**config.mk**
```make
export PLATFORM = sky130hd
export DESIGN_NAME = dac_i2s_tx
export DESIGN_NICKNAME = d
export VERILOG_FILES = /design/src/rtl/dac_i2s_tx.sv
export SDC_FILE = /design/constraint.sdc
export NUM_CORES = 1
export LEC_CHECK = 0
export CORE_MARGIN = 5
export CORE_UTILIZATION = 51
export CTS_CLUSTER_DIAMETER = 80
export DETAILED_ROUTE_END_ITERATION = 8
export PLACE_DENSITY_LB_ADDON = 0.3
export REMOVE_ABC_BUFFERS = 1
export SLEW_MARGIN = 20
export SYNTH_ARGS = -nofsm -noshare
export SYNTH_HDL_FRONTEND = slang
export SYNTH_SLANG_ARGS = --single-unit
```
**constraint.sdc**
```tcl
create_clock -name clk -period 2.8 [get_ports clk]
set_input_delay 0.56 -clock clk [delete_from_list [all_inputs] [get_ports clk]]
set_output_delay 0.56 -clock clk [all_outputs]
set_load 0.01 [all_outputs]
```
**src/rtl/dac_i2s_tx.sv**
```systemverilog
// I2S transmitter for two signed 24-bit channels: BCK/LRCK generation, MSB-first
// serialisation with one-BCK delay, per-frame pop handshake and underrun flagging.
module dac_i2s_tx #(
    parameter int BCK_HALF = 16
) (
    input  logic        clk,
    input  logic        rst,
    input  logic [47:0] data_i,
    input  logic [1:0]  ack_i,
    output logic [1:0]  pop_o,
    output logic        bck_o,
    output logic        lrck_o,
    output logic        sdata_o,
    output logic        underrun_o
);

    localparam int                DIV_W    = $clog2(BCK_HALF);
    localparam logic [DIV_W-1:0]  DIV_LAST = DIV_W'(BCK_HALF - 1);

    logic [DIV_W-1:0]  r_div_cnt;
    logic              r_bck;
    logic [5:0]        r_bit_cnt;
    logic              r_lrck;
    logic              r_sdata;
    logic [1:0]        r_pop;
    logic              r_underrun;
    logic [1:0][23:0]  r_hold;
    logic [1:0][23:0]  r_shift;
    logic [1:0]        r_valid;
    logic [1:0]        r_pending;

    logic              w_div_wrap;
    logic              w_fall;
    logic              w_frame;
    logic [5:0]        w_slot_nxt;
    logic              w_left;
    logic              w_right;
    logic              w_underrun;

    assign w_div_wrap = (r_div_cnt == DIV_LAST);
    assign w_fall     = w_div_wrap & r_bck;
    assign w_frame    = w_fall & (r_bit_cnt == 6'd63);
    assign w_slot_nxt = r_bit_cnt + 6'd1;
    assign w_left     = (w_slot_nxt != 6'd0)  && (w_slot_nxt <= 6'd24);
    assign w_right    = (w_slot_nxt >= 6'd33) && (w_slot_nxt <= 6'd56);
    // An ack landing on the frame edge counts as answered, even though F still loads the old hold.
    assign w_underrun = |(r_pending & ~r_valid & ~ack_i);

    // NOTE: sequential state uses non-blocking assignments so every register sees pre-edge values.
    always_ff @(posedge clk or negedge rst) begin
        if (!rst) begin
            r_div_cnt <= '0;
            r_bck     <= 1'b0;
        end else if (w_div_wrap) begin
            r_div_cnt <= '0;
            r_bck     <= ~r_bck;
        end else begin
            r_div_cnt <= r_div_cnt + DIV_W'(1);
        end
    end

    always_ff @(posedge clk or negedge rst) begin
        if (!rst) begin
            r_bit_cnt <= '0;
            r_lrck    <= 1'b0;
            r_sdata   <= 1'b0;
            r_shift   <= '0;
        end else if (w_fall) begin
            r_bit_cnt <= w_slot_nxt;
            r_lrck    <= w_slot_nxt[5];
            if (w_frame) begin
                r_shift <= r_hold;
                r_sdata <= 1'b0;
            end else if (w_left) begin
                r_sdata    <= r_shift[0][23];
                r_shift[0] <= {r_shift[0][22:0], 1'b0};
            end else if (w_right) begin
                r_sdata    <= r_shift[1][23];
                r_shift[1] <= {r_shift[1][22:0], 1'b0};
            end else begin
                r_sdata <= 1'b0;
            end
        end
    end

    // NOTE: the two holding registers are plain flops, so they take the async reset like any other state.
    always_ff @(posedge clk or negedge rst) begin
        if (!rst) begin
            r_pop      <= 2'b00;
            r_underrun <= 1'b0;
            r_hold     <= '0;
            r_valid    <= 2'b00;
            r_pending  <= 2'b00;
        end else begin
            r_pop      <= w_frame ? 2'b11 : 2'b00;
            r_underrun <= w_frame & w_underrun;
            if (w_frame) begin
                r_pending <= 2'b11;
            end
            for (int n = 0; n < 2; n++) begin
                if (ack_i[n]) begin
                    r_hold[n]  <= data_i[24*n +: 24];
                    r_valid[n] <= 1'b1;
                end else if (w_frame) begin
                    r_valid[n] <= 1'b0;
                end
            end
        end
    end

    assign pop_o      = r_pop;
    assign bck_o      = r_bck;
    assign lrck_o     = r_lrck;
    assign sdata_o    = r_sdata;
    assign underrun_o = r_underrun;

endmodule

```
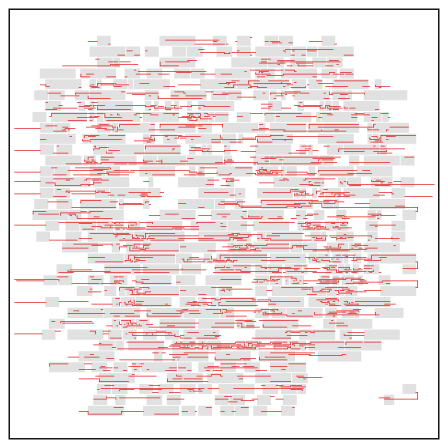
*Signal wires on met1, run 1*
Cells faint in the background.
nets with wire on the layer: 443
wire length on this layer: 4060 um
share of all routed wire: 44%

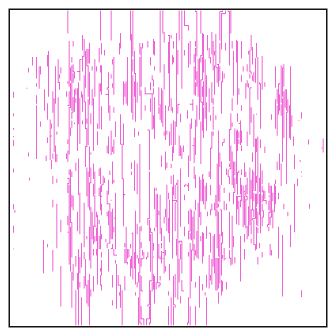
*Metal 2, run 1*
nets with wire on the layer: 430
share of all routed wire: 51%
longest straight run: 40.5 um
wire length on this layer: 4760 um
main direction: vertical

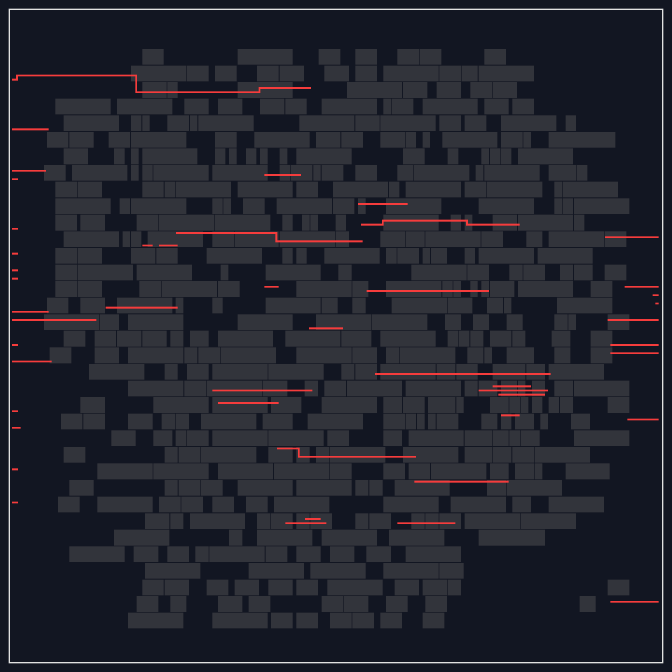
*Met3 routing, run 1*
Cells faint in the background.
main direction: horizontal
nets with wire on the layer: 37
share of all routed wire: 4.3%
wire length on this layer: 401 um
longest straight run: 28.5 um

==> run 1: sequential cells by signal, summed over array words and instances, names as in the netlist <==
register,flops
bck_o,1
pop_o,1
r_bit_cnt,6
r_div_cnt,4
r_hold,48
r_pending,1
r_shift,48
r_valid,2
sdata_o,1
underrun_o,1
==> run 1: report_power, final <==
| part | switching [mW] | internal [mW] |
|---|---|---|
| clock network | 0.749 | 1.31 |
| registers | 0.0362 | 1.70 |
| logic | 0.0707 | 0.129 |
==> run 1: final timing paths <==
kind	slack (ns)	cells past startpoint	to
setup / recovery	0.19	7	r_shift[20]$_DFFE_PN0P_
hold / removal	0.47	1	sdata_o$_DFFE_PN0P_
setup reg to reg	0.19	7	r_shift[20]$_DFFE_PN0P_
hold reg to reg	0.47	1	sdata_o$_DFFE_PN0P_
max in group asynchronous	1.51	3	r_hold[0]$_DFFE_PN0P_
min in group asynchronous	0.54	2	r_hold[15]$_DFFE_PN0P_
==> run 1: logic make-up (layout without fill, tap and decap cells) <==
group	count (synthesis)	in the layout
AND-OR/OR-AND	68	68
XOR/XNOR	9	9
flip-flops	113	113
buffers and inverters	31	103
adder cells (fa/ha/maj)	4	4
multiplexers	71	71
AND/OR/NAND/NOR	75	75
==> run 1: placed cells by master, fill, tap and decap left out, types with 2 or more instances in the layout <==
| master | n |
|---|---|
| o21ai_0 | 11 |
| ha_1 | 4 |
| or3_1 | 2 |
| mux2_2 | 48 |
| buf_12 | 2 |
| nand2_1 | 30 |
| clkinv_4 | 4 |
| bufinv_16 | 2 |
| o22ai_1 | 2 |
| o21ai_1 | 16 |
| nand3_1 | 5 |
| nand3b_1 | 2 |
| mux2i_1 | 23 |
| and3_1 | 25 |
| buf_4 | 7 |
| xnor2_1 | 6 |
| clkbuf_8 | 3 |
| a21o_1 | 4 |
| dfrtp_1 | 113 |
| inv_1 | 4 |
| clkinvlp_4 | 2 |
| a22o_1 | 2 |
| clkinv_2 | 3 |
| clkbuf_16 | 16 |
| clkdlybuf4s50_1 | 56 |
| xor2_1 | 3 |
| a21oi_1 | 2 |
| a221o_1 | 23 |
==> run 1: cell type report <==
cell class,instances,area (um2),area share
Sequential cell,113,2830,0.468
Multi-Input combinational cell,227,1810,0.300
Timing Repair Buffer,66,663,0.110
Clock buffer,20,445,0.0737
Tap cell,111,139,0.0230
Clock inverter,12,134,0.0222
Inverter,5,18.8,0.00311
==> run 1: metrics by stage <==
stage          setup WS [ns]  total power [mW]
3_5_place_dp           0.248              1.97
5_1_grt              0.00844              4.15
6_report               0.192              4.00
4_1_cts                0.215              4.05
2_1_floorplan         -0.523              1.83
3_3_place_gp           0.357              1.96
==> run 1: metal layers <==
layer | global-route usage | part of all wire | up-vias | routed length, um
met2 | 0.289 | 0.51 | 69 | 4760
met5 | 0 | 0 | - | 0
li1 | - | - | 1463 | -
met3 | 0.0536 | 0.043 | 5 | 400
met1 | 0.225 | 0.44 | 1547 | 4060
met4 | 0.0475 | 0.0061 | 0 | 57
==> notes.md, run 1 <==
Quick summary of the implementation run below.

The run finished with clean final reports. The highest clock rate is 384 MHz. Buffers inserted to repair hold after CTS numbered 1. The slowest cell on the critical path is a21o_1.

The number of diodes added for antenna fixing came out at 0. The synth_stat.txt file lists the number of cells as 371. The TritonCTS sink count is 113. The buffer-and-inverter tally for the worst setup path is 0. For this run, the number of Yosys warnings is 0. The number of buffers created by CTS is 17. The H-tree depth is 4.

The path class of the tightest hold or removal check is reg2reg. The final setup violation count is 0. The total congestion overflow came out at 0. The count of nets left with antenna violations once routing finished came out at 0. The first global-routing pass estimated 15900 um of wire. The die extent in y is 107 um. The setup TNS after final layout came out at 0 ns. The hold path startpoint is sdata_o$_DFFE_PN0P_.

The launching instance or port of the critical path is r_bit_cnt[0]$_DFFE_PN0P_. The most used flip-flop cell after synthesis is dfrtp_1. The total leakage power came out at 2.64 nW.

The fraction of synthesis flops using an asynchronous set or reset pin came out at 1.00. The post-detailed-routing wire length is 9280 um. The I/O pin count came out at 58. The clock tree from TritonCTS is built. The area share of the largest cell type after synthesis is 0.590.

The commonest cells after synthesis are 113 x dfrtp_1, 48 x mux2_2, 30 x nand2_1, 25 x and3_1. The post-synthesis simple-gate area fraction came out at 0.0832. Summed over all routing layers, the global router reports a total usage of 0.175. The clock arrives with 0.0169 ns of skew. The count of pins over their slew limit is 0.

In this run, the synthesized area fraction spent on adder and majority cells is recorded as 0.0104. The via count is 3084. The detailed router finished its first iteration with 144 violations. The layout-stage area growth over the synthesis result came out at 26.0%. The post-synthesis xor/xnor area fraction is 0.0164. The count of library flops with an enable pin is 0.

Per the final layout report, the fraction of cells sized above drive strength 1 comes to 0.217. The script computed a power per unit cell area of 663 mW/mm2. The highest fanout seen on the critical path is 24. The endpoint class of the critical path is a flip-flop.

Hold-check failures listed in the final report amount to 0. The fill cell instance count of the final layout came out at 675. According to the floorplan log, the row count is 35.

The largest net degree at the start of global routing is 86. The total non-filler cell area in the finished layout is 0.00604 mm2. Sorting the synthesized cells by area gives the leading types as dfrtp_1 59%, mux2_2 11%, a221o_1 4.8%, mux2i_1 4.8%, and3_1 3.3%. The shortest clock period the worst path allows after layout came out at 2.61 ns. The timing report attributes the biggest portion of critical-path delay to AND-OR/OR-AND gates. The post-CTS setup buffer count is 0. The worst stage delay on the critical path is 0.48 ns. A synthesized cell averages 12.9 um2. Looking at the max-slew report, the worst-margin pin has a slew of 0.761 ns. The peak supply drop is 0.338 mV.

The launch instance of the worst register-to-register path is r_bit_cnt[0]$_DFFE_PN0P_. The final HPWL from detailed placement is 5880 um. In this run, synthesis produced a sequential element count of 113.

The final routed wire length divided by cell count came out at 16.7 um. The clock passes through at most 2 buffers. The initial standard-cell utilization of the core came out at 0.521. The placed cell count came out at 521. After synthesis the cells add up to 0.00480 mm2. The post-place instance area came out at 0.00545 mm2. Post-synthesis, Yosys gives the total cell area as 0.00480 mm2. The count of distinct cell types in the synthesized netlist is 44.

Per the placement log, port buffering inserted 57 buffers. STA classifies the critical path startpoint as a flip-flop. The finished layout holds 554 standard cells, fillers aside. The number of nets in the layout came out at 486. The largest non-sequential cell family by area is multiplexers. The post-route utilization of the core is recorded as 0.657. Setup repair after global routing left no endpoint under its margin.

The standard cell core area came out at 0.00920 mm2. The worst max-slew margin expressed relative to the limit is 0.493. The area enclosed by the die boundary came out at 0.0114 mm2. The number of remaining DRC errors is 0.

Per the skew report, the later register of the worst-skew pair sees a clock latency of 0.50 ns. The clock tree root driver cell is clkbuf_8. The number of global-route vias before repair is 3352. Per the synthesis report, the dominant area consumer among library cells is dfrtp_1.

The critical path start-end classification is reg2reg. The worst endpoint data arrival time came out at 2.98 ns. The post-synthesis compound-gate area fraction came out at 0.107. Using the TritonRoute via totals, the vias-per-cell ratio works out to 5.57.

The initial antenna violation count came out at 0. The number of warnings in the stage logs came out at 27. Routability-driven placement finished with a final weighted congestion of 0.759.

The number of instances in the synthesized netlist is 371. The length of the first detailed-routing pass in iterations came out at 5. The most common cell in the netlist is dfrtp_1.

The area fraction in mux cells is 0.161.
==> run 2, diff against run 1 <==
--- a/config.mk
+++ b/config.mk
@@ -5,11 +5,11 @@
 export SDC_FILE = /design/constraint.sdc
 export NUM_CORES = 1
 export LEC_CHECK = 0
-export CORE_MARGIN = 5
+export CORE_MARGIN = 3
 export CORE_UTILIZATION = 51
 export CTS_CLUSTER_DIAMETER = 80
 export DETAILED_ROUTE_END_ITERATION = 8
-export PLACE_DENSITY_LB_ADDON = 0.3
+export PLACE_DENSITY = 0.74
 export REMOVE_ABC_BUFFERS = 1
 export SLEW_MARGIN = 20
 export SYNTH_ARGS = -nofsm -noshare
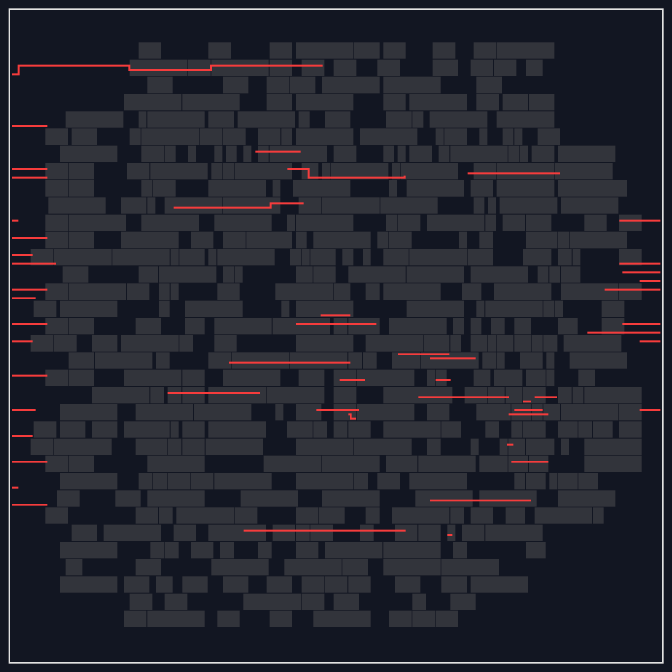
*Met3 routing, run 2*
Cells faint in the background.
main direction: horizontal
nets with wire on the layer: 43
global routing usage on met3: 0.0629
final routed wirelength across all metal layers: 9140 um
vias after detailed routing: 3119

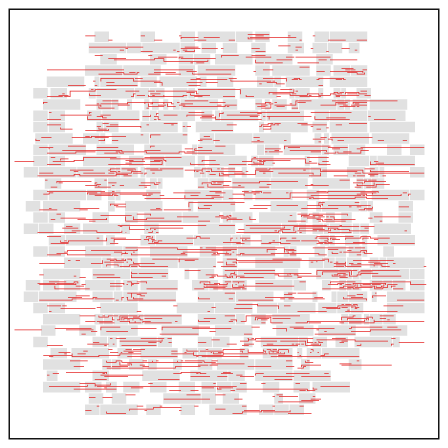
*Signal wires on met1, run 2*
Cells faint in the background.
nets with wire on the layer: 440
share of all routed wire: 45%
grt met1 use: 0.238

==> notes.md, run 2 <==
Quick summary of the implementation run below.

The number of antenna-violating nets in the routed design is 0. The tool warning count for the run is 27. The count of distinct cell types in the synthesized netlist came out at 44. The number of nets in the layout came out at 486.

The most common cell in the netlist is dfrtp_1. The post-route fraction of the period consumed by the critical path came out at 0.902. The DRC marker count from the first detailed-route iteration came out at 140. The final routed wire length divided by cell count is 16.7 um. For the worst reg-to-reg path, the startpoint reported by OpenROAD is r_bit_cnt[0]$_DFFE_PN0P_. STA lists the maximum fanout along the critical path as 24.

STA classifies the critical path startpoint as a flip-flop. The die covers 0.0106 mm2. The number of instances in the synthesized netlist is 371.

Per the timing report, the most critical flop-to-flop path finishes at r_shift[23]$_DFFE_PN0P_. Ranking logic cells in the layout by count gives the top entries 113 x dfrtp_1, 56 x clkdlybuf4s50_1, 48 x mux2_2. The library cell occupying the most area in the post-synthesis netlist is dfrtp_1. The worst endpoint data arrival time came out at 2.89 ns. Per Yosys stat, the portion of area used by sequential elements is 0.590. The total power draw came out at 3.94 mW. The post-synthesis xor/xnor area fraction came out at 0.0164. The worst VDD IR drop from the latest analysis is 0.414 mV.

The initial standard-cell utilization of the core came out at 0.537. The number of clock buffers added by TritonCTS is 17. The cell internal power dissipation came out at 3.15 mW. After synthesis the cells add up to 0.00480 mm2. The post-synthesis compound-gate area fraction came out at 0.107.

The setup check on the worst reg-to-reg path leaves a slack of 0.28 ns. Clock tree synthesis selected as its root buffer the cell clkbuf_8. In this run the standard cell core region covers 0.00893 mm2. The count of pins over their slew limit is 0.

The largest net degree at the start of global routing came out at 53. The number of global-route vias before repair came out at 3169. Ranked by total cell area, the synthesized netlist is headed by dfrtp_1 59%, mux2_2 11%, a221o_1 4.8%, mux2i_1 4.8%, and3_1 3.3%. In this run the mean area of a mapped cell was 12.9 um2. The synthesis report names the predominant flop master as dfrtp_1. The hold violation count in the final report came out at 0.

The clock latency on the worst-skew pair is 0.50 ns. The total leakage power is 2.63 nW. After detailed routing, the number of remaining DRC violations is 0.

The layout-stage area growth over the synthesis result came out at 25.2%. The cell count listed in synth_stat.txt came out at 371. The most critical setup path has its endpoint at r_shift[23]$_DFFE_PN0P_. The depth of the most critical reg-to-reg path is 7. For this run, the script counts the antenna cells in the layout as 0. In this run the vertical extent of the chip is 103 um. Clock tree synthesis found a total of 113 sinks.

The share of layout cells above drive strength 1 came out at 0.211. The routability congestion estimate from global placement is 0.808. Of the total power, registers draw 0.442.

Per the synthesis report, the simple-gate share of the synthesized area is 0.0832. The highest clock rate came out at 396 MHz. The I/O pin count came out at 58. The chip area from the yosys synthesis statistics is 0.00480 mm2. The count of library flops with an enable pin came out at 0. Counting along the longest clock path gives a buffer depth of 2.

The required time at the worst-slack endpoint is 3.17 ns. The clock arrives with 0.00925 ns of skew. The clock tree from TritonCTS is built. Dividing the detail-routed via count by the number of cells gives 5.69. The max-capacitance violation count is 0.

The H-tree was split into 4 levels. The switching share of power is 0.200. The total of flip-flops plus latches after synthesis is 113. Of the post-synthesis cell area, the dominant cell type holds 0.590.

Setup repair after global routing left no endpoint under its margin. The total global routing track utilization came out at 0.187. The total non-filler cell area in the finished layout is 0.00601 mm2. The number of warnings issued by yosys came out at 0. The setup TNS after final layout is 0 ns.

The synthesized-area fraction occupied by adder cells is 0.0104. The area fraction in mux cells is 0.161. The actual slew at the worst max-slew pin came out at 0.625 ns. The launch point of the critical path was reported as r_bit_cnt[0]$_DFFE_PN0P_. Recorded from the global router log, the overflow total was 0. The largest non-sequential cell family by area is multiplexers. Hold repair after CTS inserted 0 buffers.

By count the netlist is led by 113 x dfrtp_1, 48 x mux2_2, 30 x nand2_1, 25 x and3_1. The worst hold path belongs to the class in2async. The clock-pin slew on the worst setup and hold paths came out at 0.06 ns. Counting only logic cells after layout, the most numerous master is dfrtp_1. The wire length of the first global-routing pass came out at 15100 um. The initial antenna violation count was 0.

The run finished with clean final reports. Of the total power, the clock network draws 0.507. The post-place instance area is 0.00546 mm2.

The total net switching power is 788 uW. The fraction of synthesis flops using an asynchronous set or reset pin is 1.00. The final setup violation count is 0. The share of total power dissipated in combinational logic is 0.051. Detailed placement ended at an HPWL of 5660 um. For this run, the detailed router's first-pass iteration total came to 5. The critical path is of the reg2reg type.

The count of buffers added on input and output ports is 57. The shortest clock period the worst path allows after layout is 2.52 ns. The endpoint class of the critical path is a flip-flop. The die boundary width came out at 103 um. The registers reported with the highest flop counts are r_hold (48), r_shift (48), r_bit_cnt (6). The cell area power density came out at 655 mW/mm2. The initialized floorplan defines 34 standard-cell rows. The worst max-slew margin expressed relative to the limit is 0.583.
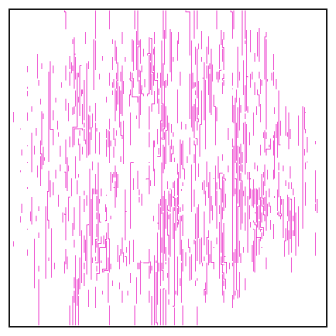
*Metal 2, run 2*
main direction: vertical
nets with wire on the layer: 419
wire length on this layer: 4540 um
share of all routed wire: 50%
fraction of met2 tracks used by global routing: 0.298

## run 2: cell counts after synthesis
No cell type changed its count.
## run 2: cell type report
type                            instances  area (um2)
Multi-Input combinational cell        227        1810
Tap cell                              108         135
Clock buffer                           23         467
Sequential cell                       113        2830
Timing Repair Buffer                   66         661
Inverter                                5        18.8
Clock inverter                          6        82.6
Fill cell                             633        2930
## run 2: what timing repair did
item	in CTS	in global routing
buffers inserted	0	0
resized	0	1
setup endpoints to repair	0	5
## run 2: worst min path at each step
stage               cells past startpoint                      from                       end
floorplan                               0                       rst         bck_o$_DFFE_PN0N_
global placement                        1  r_pending[0]$_DFFE_PN0P_  r_pending[0]$_DFFE_PN0P_
detailed placement                      1  r_pending[0]$_DFFE_PN0P_  r_pending[0]$_DFFE_PN0P_
CTS                                     1                       rst     r_hold[8]$_DFFE_PN0P_
global route                            1                       rst     r_hold[8]$_DFFE_PN0P_
finish                                  1                       rst     r_hold[8]$_DFFE_PN0P_
## run 2: power by group through the flow
stage / clock network (mW) / registers (mW) / logic, mW
after floorplan: 0 / 1.75 / 0.0744
after detailed placement: 0 / 1.77 / 0.204
after global placement: 0 / 1.76 / 0.198
final: 2.00 / 1.74 / 0.199
after CTS: 2.03 / 1.74 / 0.205
after global routing: 2.11 / 1.75 / 0.219
## run 2: per-layer routing
layer | GRT usage | up-vias | routed length [um]
met3 | 0.0629 | 6 | 391
met1 | 0.238 | 1577 | 4140
met2 | 0.298 | 73 | 4540
li1 | - | 1463 | -
met4 | 0.0687 | 0 | 71
met5 | 0 | - | 0
## run 2: cell families (layout without fill, tap and decap cells)
kind of cell / after synthesis / after routing
and+or+nand+nor: 75 / 75
buffers and inverters: 31 / 100
adders and majority gates: 4 / 4
xor gates and xnor gates: 9 / 9
DFF: 113 / 113
AOI/OAI and AO/OA: 68 / 68
muxes: 71 / 71
## run 2: metrics by stage
step / utilization / cells / setup WS [ns] / hold slack (ns)
after CTS: 0.672 / 548 / 0.176 / 0.0793
after detailed placement: 0.611 / 519 / 0.253 / 0.451
after floorplan: - / 345 / -0.523 / 0.264
final: 0.672 / 548 / 0.275 / 0.0627
after global routing: 0.672 / 548 / 0.127 / 0.101
after global placement: 0.611 / 519 / 0.352 / 0.443
## run 2: worst max-delay path, stage by stage, from the launching register on
cell and delay (ns):
dfrtp_1 0.49, ha_1 0.38, a21oi_1 0.07, o211a_1 0.25, o31ai_2 0.21, o2111ai_2 0.20, a21o_2 0.42, a221o_1 0.36
Power and IR drop assume default switching activity.
